### The metal 3 layer, run 1

Scale: 10 px per µm.
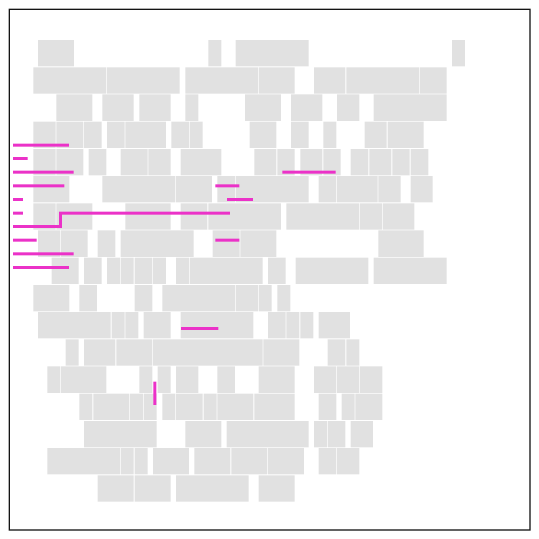
### Wire density map, run 1

Scale: 8 px per µm. 10 x 10 tiles, from dark blue (low) to red (high), scaled to the fullest tile. Values are wire area over tile area, all layers added.
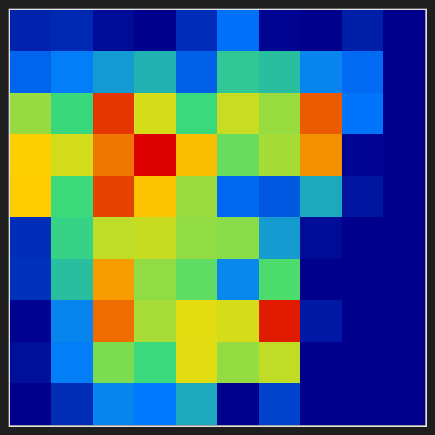
### Routing congestion map, run 1

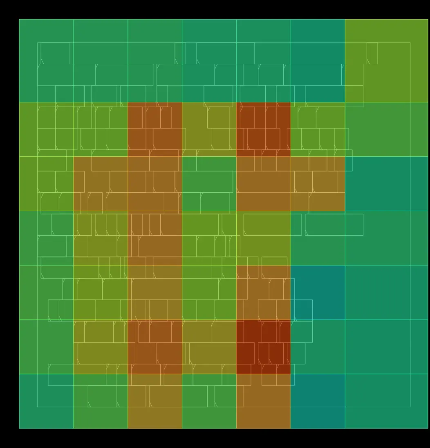
### config.mk
export PLATFORM = sky130hd
export DESIGN_NAME = abus_arbiter
export DESIGN_NICKNAME = d
export VERILOG_FILES = /design/src/rtl/abus_arbiter.sv
export SDC_FILE = /design/constraint.sdc
export NUM_CORES = 1
export LEC_CHECK = 0
export CAP_MARGIN = 25
export CORE_MARGIN = 2
export CORE_UTILIZATION = 45
export CTS_CLUSTER_SIZE = 30
export DETAILED_ROUTE_END_ITERATION = 8
export PLACE_DENSITY = 0.78
export SKIP_LAST_GASP = 1
export SLEW_MARGIN = 20
export SYNTH_ARGS = -nofsm -noshare
export SYNTH_HDL_FRONTEND = slang
export SYNTH_HIERARCHICAL = 1
export SYNTH_SLANG_ARGS = --single-unit
### constraint.sdc
create_clock -name abus_clk -period 4.55 [get_ports abus_clk]
set_input_delay 1.365 -clock abus_clk [delete_from_list [all_inputs] [get_ports abus_clk]]
set_output_delay 1.365 -clock abus_clk [all_outputs]
set_load 0.05 [all_outputs]
### src/rtl/abus_arbiter.sv
// abus_arbiter: round-robin owner selection for one shared abus segment.
// One grant at a time, a mandatory one-cycle turnaround after every grant,
// and an optional watchdog that revokes a grant nobody acknowledges.

// Per-master slice: decodes its own grant bit from the winner index and
// steers the shared slave acknowledge back only when it owns the bus.
module abus_arb_lane #(
  parameter logic [2:0] IDX = 3'd0
) (
  input  logic [2:0] win_idx_i,
  input  logic       grant_i,
  input  logic       ack_i,
  output logic       hit_o,
  output logic       mack_o
);

  assign hit_o  = (win_idx_i == IDX);
  assign mack_o = grant_i & ack_i;

endmodule

module abus_arbiter #(
  parameter int NUM_MASTERS    = 4,
  parameter int TIMEOUT_CYCLES = 64
) (
  input  logic                   abus_clk,
  input  logic                   abus_rst,
  input  logic                   arb_en,
  input  logic [NUM_MASTERS-1:0] abus_mreq,
  input  logic                   abus_ack,
  output logic [NUM_MASTERS-1:0] abus_mgrant,
  output logic [NUM_MASTERS-1:0] abus_mack,
  output logic [2:0]             abus_mid,
  output logic                   busy,
  output logic                   timeout,
  output logic [2:0]             timeout_mid
);

  localparam logic [1:0] S_IDLE = 2'd0;
  localparam logic [1:0] S_OWN  = 2'd1;
  localparam logic [1:0] S_GAP  = 2'd2;

  // Watchdog counter is wide enough to hold TIMEOUT_CYCLES; a zero
  // timeout keeps a single always-zero bit.
  localparam bit TO_EN = (TIMEOUT_CYCLES > 0);
  localparam int CW    = (TIMEOUT_CYCLES > 0) ? $clog2(TIMEOUT_CYCLES + 1) : 1;
  localparam logic [CW-1:0] CNT_EXP = TO_EN ? CW'(TIMEOUT_CYCLES - 1) : '0;
  localparam logic [CW-1:0] CNT_MAX = '1;
  localparam logic [2:0]    RR_RST  = 3'(NUM_MASTERS - 1);

  logic [1:0]             state_q, state_d;
  logic [NUM_MASTERS-1:0] grant_q, grant_d;
  logic [2:0]             mid_q, mid_d;
  logic [2:0]             rr_q, rr_d;
  logic [CW-1:0]          cnt_q, cnt_d;
  logic                   to_q, to_d;
  logic [2:0]             tmid_q, tmid_d;

  logic [7:0]             req_ext;
  logic                   owner_req;
  logic                   win_found;
  logic [2:0]             win_idx;
  logic [2:0]             cand;
  logic [NUM_MASTERS-1:0] win_onehot;
  logic                   expire;

  // Zero-extend requests to the full 3-bit index space so the owner lookup
  // by abus_mid never selects outside the vector.
  always_comb begin
    req_ext                  = '0;
    req_ext[NUM_MASTERS-1:0] = abus_mreq;
  end

  assign owner_req = req_ext[mid_q];

  // Rotating search starting one past the last owner, wrapping in index order.
  always_comb begin
    win_found = 1'b0;
    win_idx   = '0;
    cand      = '0;
    for (int k = 1; k <= NUM_MASTERS; k++) begin
      cand = 3'((int'(rr_q) + k) % NUM_MASTERS);
      if (!win_found && req_ext[cand]) begin
        win_found = 1'b1;
        win_idx   = cand;
      end
    end
  end

  // One lane per master: grant decode and acknowledge gating.
  genvar gi;
  generate
    for (gi = 0; gi < NUM_MASTERS; gi++) begin : g_lane
      abus_arb_lane #(.IDX(3'(gi))) u_lane (
        .win_idx_i (win_idx),
        .grant_i   (grant_q[gi]),
        .ack_i     (abus_ack),
        .hit_o     (win_onehot[gi]),
        .mack_o    (abus_mack[gi])
      );
    end
  endgenerate

  // Ack in the same cycle as the final count rescues the grant.
  assign expire = TO_EN && !abus_ack && (cnt_q == CNT_EXP);

  // Next-state logic: arbitration in IDLE, release/watchdog in OWN,
  // unconditional single turnaround cycle in GAP.
  always_comb begin
    state_d = state_q;
    grant_d = grant_q;
    mid_d   = mid_q;
    rr_d    = rr_q;
    cnt_d   = cnt_q;
    to_d    = 1'b0;
    tmid_d  = tmid_q;
    case (state_q)
      S_IDLE: begin
        cnt_d = '0;
        if (arb_en && win_found) begin
          state_d = S_OWN;
          grant_d = win_onehot;
          mid_d   = win_idx;
          rr_d    = win_idx;
        end
      end
      S_OWN: begin
        if (!owner_req) begin
          // Release takes precedence over a coincident expiry.
          state_d = S_GAP;
          grant_d = '0;
          cnt_d   = '0;
        end else if (expire) begin
          state_d = S_GAP;
          grant_d = '0;
          cnt_d   = '0;
          to_d    = 1'b1;
          tmid_d  = mid_q;
        end else if (!TO_EN || abus_ack) begin
          cnt_d = '0;
        end else if (cnt_q != CNT_MAX) begin
          cnt_d = cnt_q + 1'b1;
        end
      end
      S_GAP: begin
        state_d = S_IDLE;
        grant_d = '0;
        cnt_d   = '0;
      end
      default: begin
        state_d = S_IDLE;
        grant_d = '0;
        cnt_d   = '0;
      end
    endcase
  end

  // State registers; synchronous reset overrides everything, even mid-grant.
  always_ff @(posedge abus_clk) begin
    if (abus_rst) begin
      state_q <= S_IDLE;
      grant_q <= '0;
      mid_q   <= '0;
      rr_q    <= RR_RST;
      cnt_q   <= '0;
      to_q    <= 1'b0;
      tmid_q  <= '0;
    end else begin
      state_q <= state_d;
      grant_q <= grant_d;
      mid_q   <= mid_d;
      rr_q    <= rr_d;
      cnt_q   <= cnt_d;
      to_q    <= to_d;
      tmid_q  <= tmid_d;
    end
  end

  assign abus_mgrant = grant_q;
  assign abus_mid    = mid_q;
  assign busy        = (state_q == S_OWN);
  assign timeout     = to_q;
  assign timeout_mid = tmid_q;

endmodule

==> deck_impl_summary.md, run 1 <==
Physical Implementation Snapshot

Run status
  • Outcome: finished clean

Synth
  • Yosys cell types: 44
  • Yosys top cell by instances: dfxtp_1
  • Synthesized registers: 20
  • Area leader share: 0.387
  • Avg Cell Area, Syn: 8.68 µm²
  • Count of library flops with an enable pin: 0

Layout
  • Final Instance Area: 1310 µm²

GRT
  • Total global routing track utilization: 0.181

Drt
  • Detailed Route Iter0 Violations: 12

CTS
  • CTS Hold Bufs: 0
  • CTS tree: built
  • Postcts setup bufs: 0

Run
  • Max cap viols: 0

Worst setup path
  • CP startpoint kind: input port
  • CP arrival: 2.31 ns
  • Critical path class: in2out

Die
  • Die width: 51.9 µm
  • FP Util: 0.472

STA
  • Hold Slack: 0.466 ns

Placed design
  • RePlAce Congestion: 0.791

Power
  • Combinational share of power: 0.189
About 'The metal 3 layer':
longest straight run: 16.8 µm
share of all routed wire: 3.2%
wire length on this layer: 71.2 µm
nets with wire on the layer: 14

About 'Wire density map':
emptiest ninth of the die: south-east
mean over tiles: 0.13
tiles over half the peak: 35%
densest ninth of the die: west
fullest tile: 0.36

About 'Routing congestion map':
final core occ: 0.596
routing usage on met2: 0.314

run 1: flip-flops by register name, indices dropped and copies added (netlist names):
register,flops
abus_mgrant,4
abus_mid,2
cnt_q,7
rr_q,2
state_q,2
timeout,1
timeout_mid,2
run 1: routing by layer:
metal | wire (µm) | share of wire | up-vias | track usage
met3 | 71 | 0.032 | 3 | 0.0345
met1 | 1050 | 0.47 | 412 | 0.233
li1 | - | - | 461 | -
met5 | 0 | 0 | - | 0
met4 | 14 | 0.0063 | 0 | 0.0395
met2 | 1080 | 0.49 | 20 | 0.314
run 1: cells in the final DEF (no fill, tap or decap), types with 2 or more instances in the layout:
master	netlist	routed
and3_1	2	2
conb_1	1	6
mux2i_1	3	3
inv_1	2	2
nor3b_2	2	2
nor3_1	5	5
nor2_2	4	4
a21oi_1	8	8
nand2_1	13	13
nand3_1	3	3
nor2_1	8	8
buf_4	2	4
clkbuf_4	0	3
nor3b_1	2	2
nand2b_1	2	2
dfxtp_1	20	20
clkdlybuf4s50_1	0	17
nor2b_1	2	2
and2_1	5	5
o21ai_0	8	8
run 1: area by class of cell:
| class | instances | area, µm² | area share |
|---|---|---|---|
| multi-input combinational | 97 | 611 | 0.467 |
| sequential | 20 | 400 | 0.307 |
| tap | 28 | 35.0 | 0.0268 |
| inverter | 2 | 7.51 | 0.00575 |
| clock buffer | 3 | 22.5 | 0.0172 |
| clock inverter | 1 | 30.0 | 0.0230 |
| timing repair buffer | 21 | 200 | 0.153 |
run 1: logic make-up (layout without fill, tap and decap cells):
family / after synthesis / count (layout) / share of synthesized area
adders and majority gates: 1 / 1 / 0.0121
other: 1 / 6 / 0.00363
and+or+nand+nor: 59 / 59 / 0.340
buffers and inverters: 7 / 27 / 0.0400
xor gates and xnor gates: 2 / 2 / 0.0170
muxes: 4 / 4 / 0.0508
DFF: 20 / 20 / 0.387
AOI/OAI and AO/OA: 25 / 25 / 0.149
run 1: worst max-delay path, stage by stage:
cell and delay, ns:
clkdlybuf4s50_1 0.59, and2_1 0.16, buf_4 0.19
run 1: power groups by stage:
stage	clock [mW]	combinational (mW)	sequential [mW]
after floorplan	0	0.0463	0.200
after global placement	0	0.0761	0.191
after detailed placement	0	0.0775	0.192
after CTS	0.147	0.0780	0.188
after global routing	0.155	0.0843	0.189
final	0.146	0.0779	0.188
run 1: how the worst max path moves through the flow:
| stage | slack, ns | from | cells after the start | to |
|---|---|---|---|---|
| final | 0.87 | abus_ack | 3 | abus_mack[2] |
| after global routing | 0.83 | abus_ack | 3 | abus_mack[2] |
| after CTS | 0.87 | abus_ack | 3 | abus_mack[2] |
| after detailed placement | 0.87 | abus_ack | 3 | abus_mack[2] |
| after global placement | 0.89 | abus_ack | 3 | abus_mack[3] |
| after floorplan | 1.41 | abus_ack | 1 | abus_mack[0] |
run 1: stage by stage:
stage	instances	setup WS, ns	util
floorplan	124	1.41	-
finish	172	0.873	0.596
detailed placement	168	0.869	0.572
global placement	168	0.891	0.572
CTS	172	0.869	0.596
global route	172	0.829	0.596
==> run 2: changes to the inputs <==
==> constraint.sdc (replaced) <==
create_clock -name abus_clk -period 3.6 [get_ports abus_clk]
set_input_delay 1.08 -clock abus_clk [delete_from_list [all_inputs] [get_ports abus_clk]]
set_output_delay 1.08 -clock abus_clk [all_outputs]
set_load 0.05 [all_outputs]
==> run 2 against run 1 <==
Net effect: sequential power is 27% higher; clock power is 29% lower; via count is 0.11% lower; largest cell class unchanged; count of clock-buffer cells in the layout stayed put; wire length is 4.3% lower; utilization is 1.3 points higher.
==> deck_impl_summary.md, run 2 <==
Physical Implementation Snapshot

Synth
  • Avg Cell Area, Syn: 8.68 µm²
  • Yosys cell types: 44
  • Leading area contributor after synthesis: dfxtp_1
  • Synthesized registers: 20
  • Yosys top cell by instances: dfxtp_1
  • Area leader share: 0.387
  • Synth cell count leaders: dfxtp_1 (20), nand2_1 (13), a21oi_1 (8), nor2_1 (8), o21ai_0 (8)
  • Count of library flops with an enable pin: 0
  • Post-synthesis cell area: 1030 µm²

Worst setup path
  • Critical path class: in2out
  • Crit path launch: abus_ack
  • Worst path max stage delay: 0.61 ns
  • Slowest library cell on the worst path: clkdlybuf4s50_1
  • Crit path cell chain: clkdlybuf4s50_1, and2_1, buf_12
  • Worst Setup EP: abus_mack[0]
  • Worst R2R Start: cnt_q[0]
  • CP arrival: 2.06 ns
  • CP startpoint kind: input port

Placed design
  • DP Worst Slack: 0.460 ns
  • HPWL Detailed: 1.68 mm
  • RePlAce Congestion: 0.767

CTS
  • Postcts setup bufs: 0
  • Post-cts sizing count: 0
  • CTS Hold Bufs: 0
  • CTS tree: built
  • Root Driver: clkbuf_4

Die
  • FP Util: 0.472
  • Die width: 51.9 µm
  • Die Height: 51.9 µm
  • Chip area: 2700 µm²

STA
  • Max Slew Vio Count: 0
  • Worst setup margin: 0.461 ns
  • Post-layout period usage of the worst path: 0.872
  • Setup Skew: 0.00290 ns
  • Hold Slack: 0.471 ns
  • Slew margin rel.: 0.642
  • RSZ-0062 raised after global routing: false

GRT
  • Total global routing track utilization: 0.192

Drt
  • Residual DRC: 0
  • Detailed Route Iter0 Violations: 13
  • Routed vias: 895
  • Drt pass-1 iters: 2

Layout
  • Top Layout Cells: dfxtp_1 (20), clkdlybuf4s50_1 (17), nand2_1 (13)
  • Reg with most FFs: cnt_q
  • Most used logic cell in the final layout: dfxtp_1
  • Number of flip-flops in the largest register: 7

Run status
  • Outcome: finished clean

Run
  • Log Warnings: 26
  • Max cap viols: 0
-- run 2: netlist changes by cell type in the layout (fill, tap and decap cells not counted) --
cell       change
bufinv_16      -1
buf_4          -3
buf_12         +4
-- run 2: cell families (layout without fill, tap and decap cells) --
group / count (synthesis) / count (layout) / share of synthesized area
compound gates: 25 / 25 / 0.149
xor+xnor: 2 / 2 / 0.0170
buf+inv: 7 / 27 / 0.0400
other cells: 1 / 6 / 0.00363
flops: 20 / 20 / 0.387
mux: 4 / 4 / 0.0508
fa+ha+maj: 1 / 1 / 0.0121
simple gates: 59 / 59 / 0.340
-- run 2: per-layer routing --
layer,part of all wire,track usage
met1,0.47,0.241
met2,0.48,0.319
met3,0.041,0.0546
met4,0.0076,0.0570
met5,0,0
-- run 2: per-stage QoR --
step / instance area (µm²) / instances / util
2_1_floorplan: 1050 / 124 / -
3_3_place_gp: 1310 / 169 / 0.599
3_5_place_dp: 1310 / 169 / 0.599
4_1_cts: 1330 / 172 / 0.609
5_1_grt: 1330 / 172 / 0.609
6_report: 1330 / 172 / 0.609
-- run 2: power by group --
group / switching (mW) / internal, mW
registers: 0.00811 / 0.229
clock network: 0.0655 / 0.0390
logic: 0.0611 / 0.0401
-- run 2: layout make-up --
type	count	area, µm²
clock buffers	3	22.5
fillers	207	857
inverters	2	7.51
multi-input cells	97	611
flip-flops and latches	20	400
well taps	28	35.0
repair buffers	22	258
-- run 2: critical path: cells and delay by family --
family / cells / cell delay (ns)
buf+inv: 2 / 0.76
simple gates: 1 / 0.22
-- run 2: worst min path at each step --
stage                   start             end  slack [ns]  depth (start not counted)
2_1_floorplan        cnt_q[6]        cnt_q[6]        0.48                          1
3_3_place_gp   timeout_mid[1]  timeout_mid[1]        0.44                          2
3_5_place_dp   timeout_mid[0]  timeout_mid[0]        0.46                          2
4_1_cts        timeout_mid[0]  timeout_mid[0]        0.47                          2
5_1_grt        timeout_mid[1]  timeout_mid[1]        0.52                          2
6_report       timeout_mid[1]  timeout_mid[1]        0.47                          2
### Routing congestion map, run 2

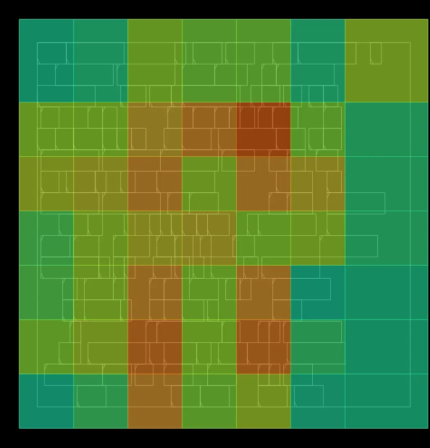
wire per inst: 12.3 µm
final core occ: 0.609
global-route track usage on met3: 0.0546
met1 usage: 0.241
global routing's busiest layer: met2

### Pin placement, run 2

Scale: 10 px per µm. Pins as bars across the die edge, other pins in gray.
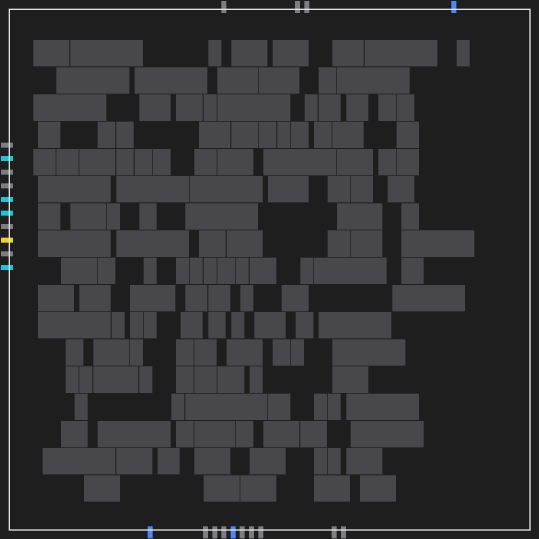
| port | color | pins | direction | edge |
|---|---|---|---|---|
| `abus_mid` | blue | 3 | output | 2 south, 1 north |
| `abus_ack` | yellow | 1 | input | west |
| `abus_mgrant` | cyan | 4 | output | west |

Power is estimated from default activity; no workload was simulated.
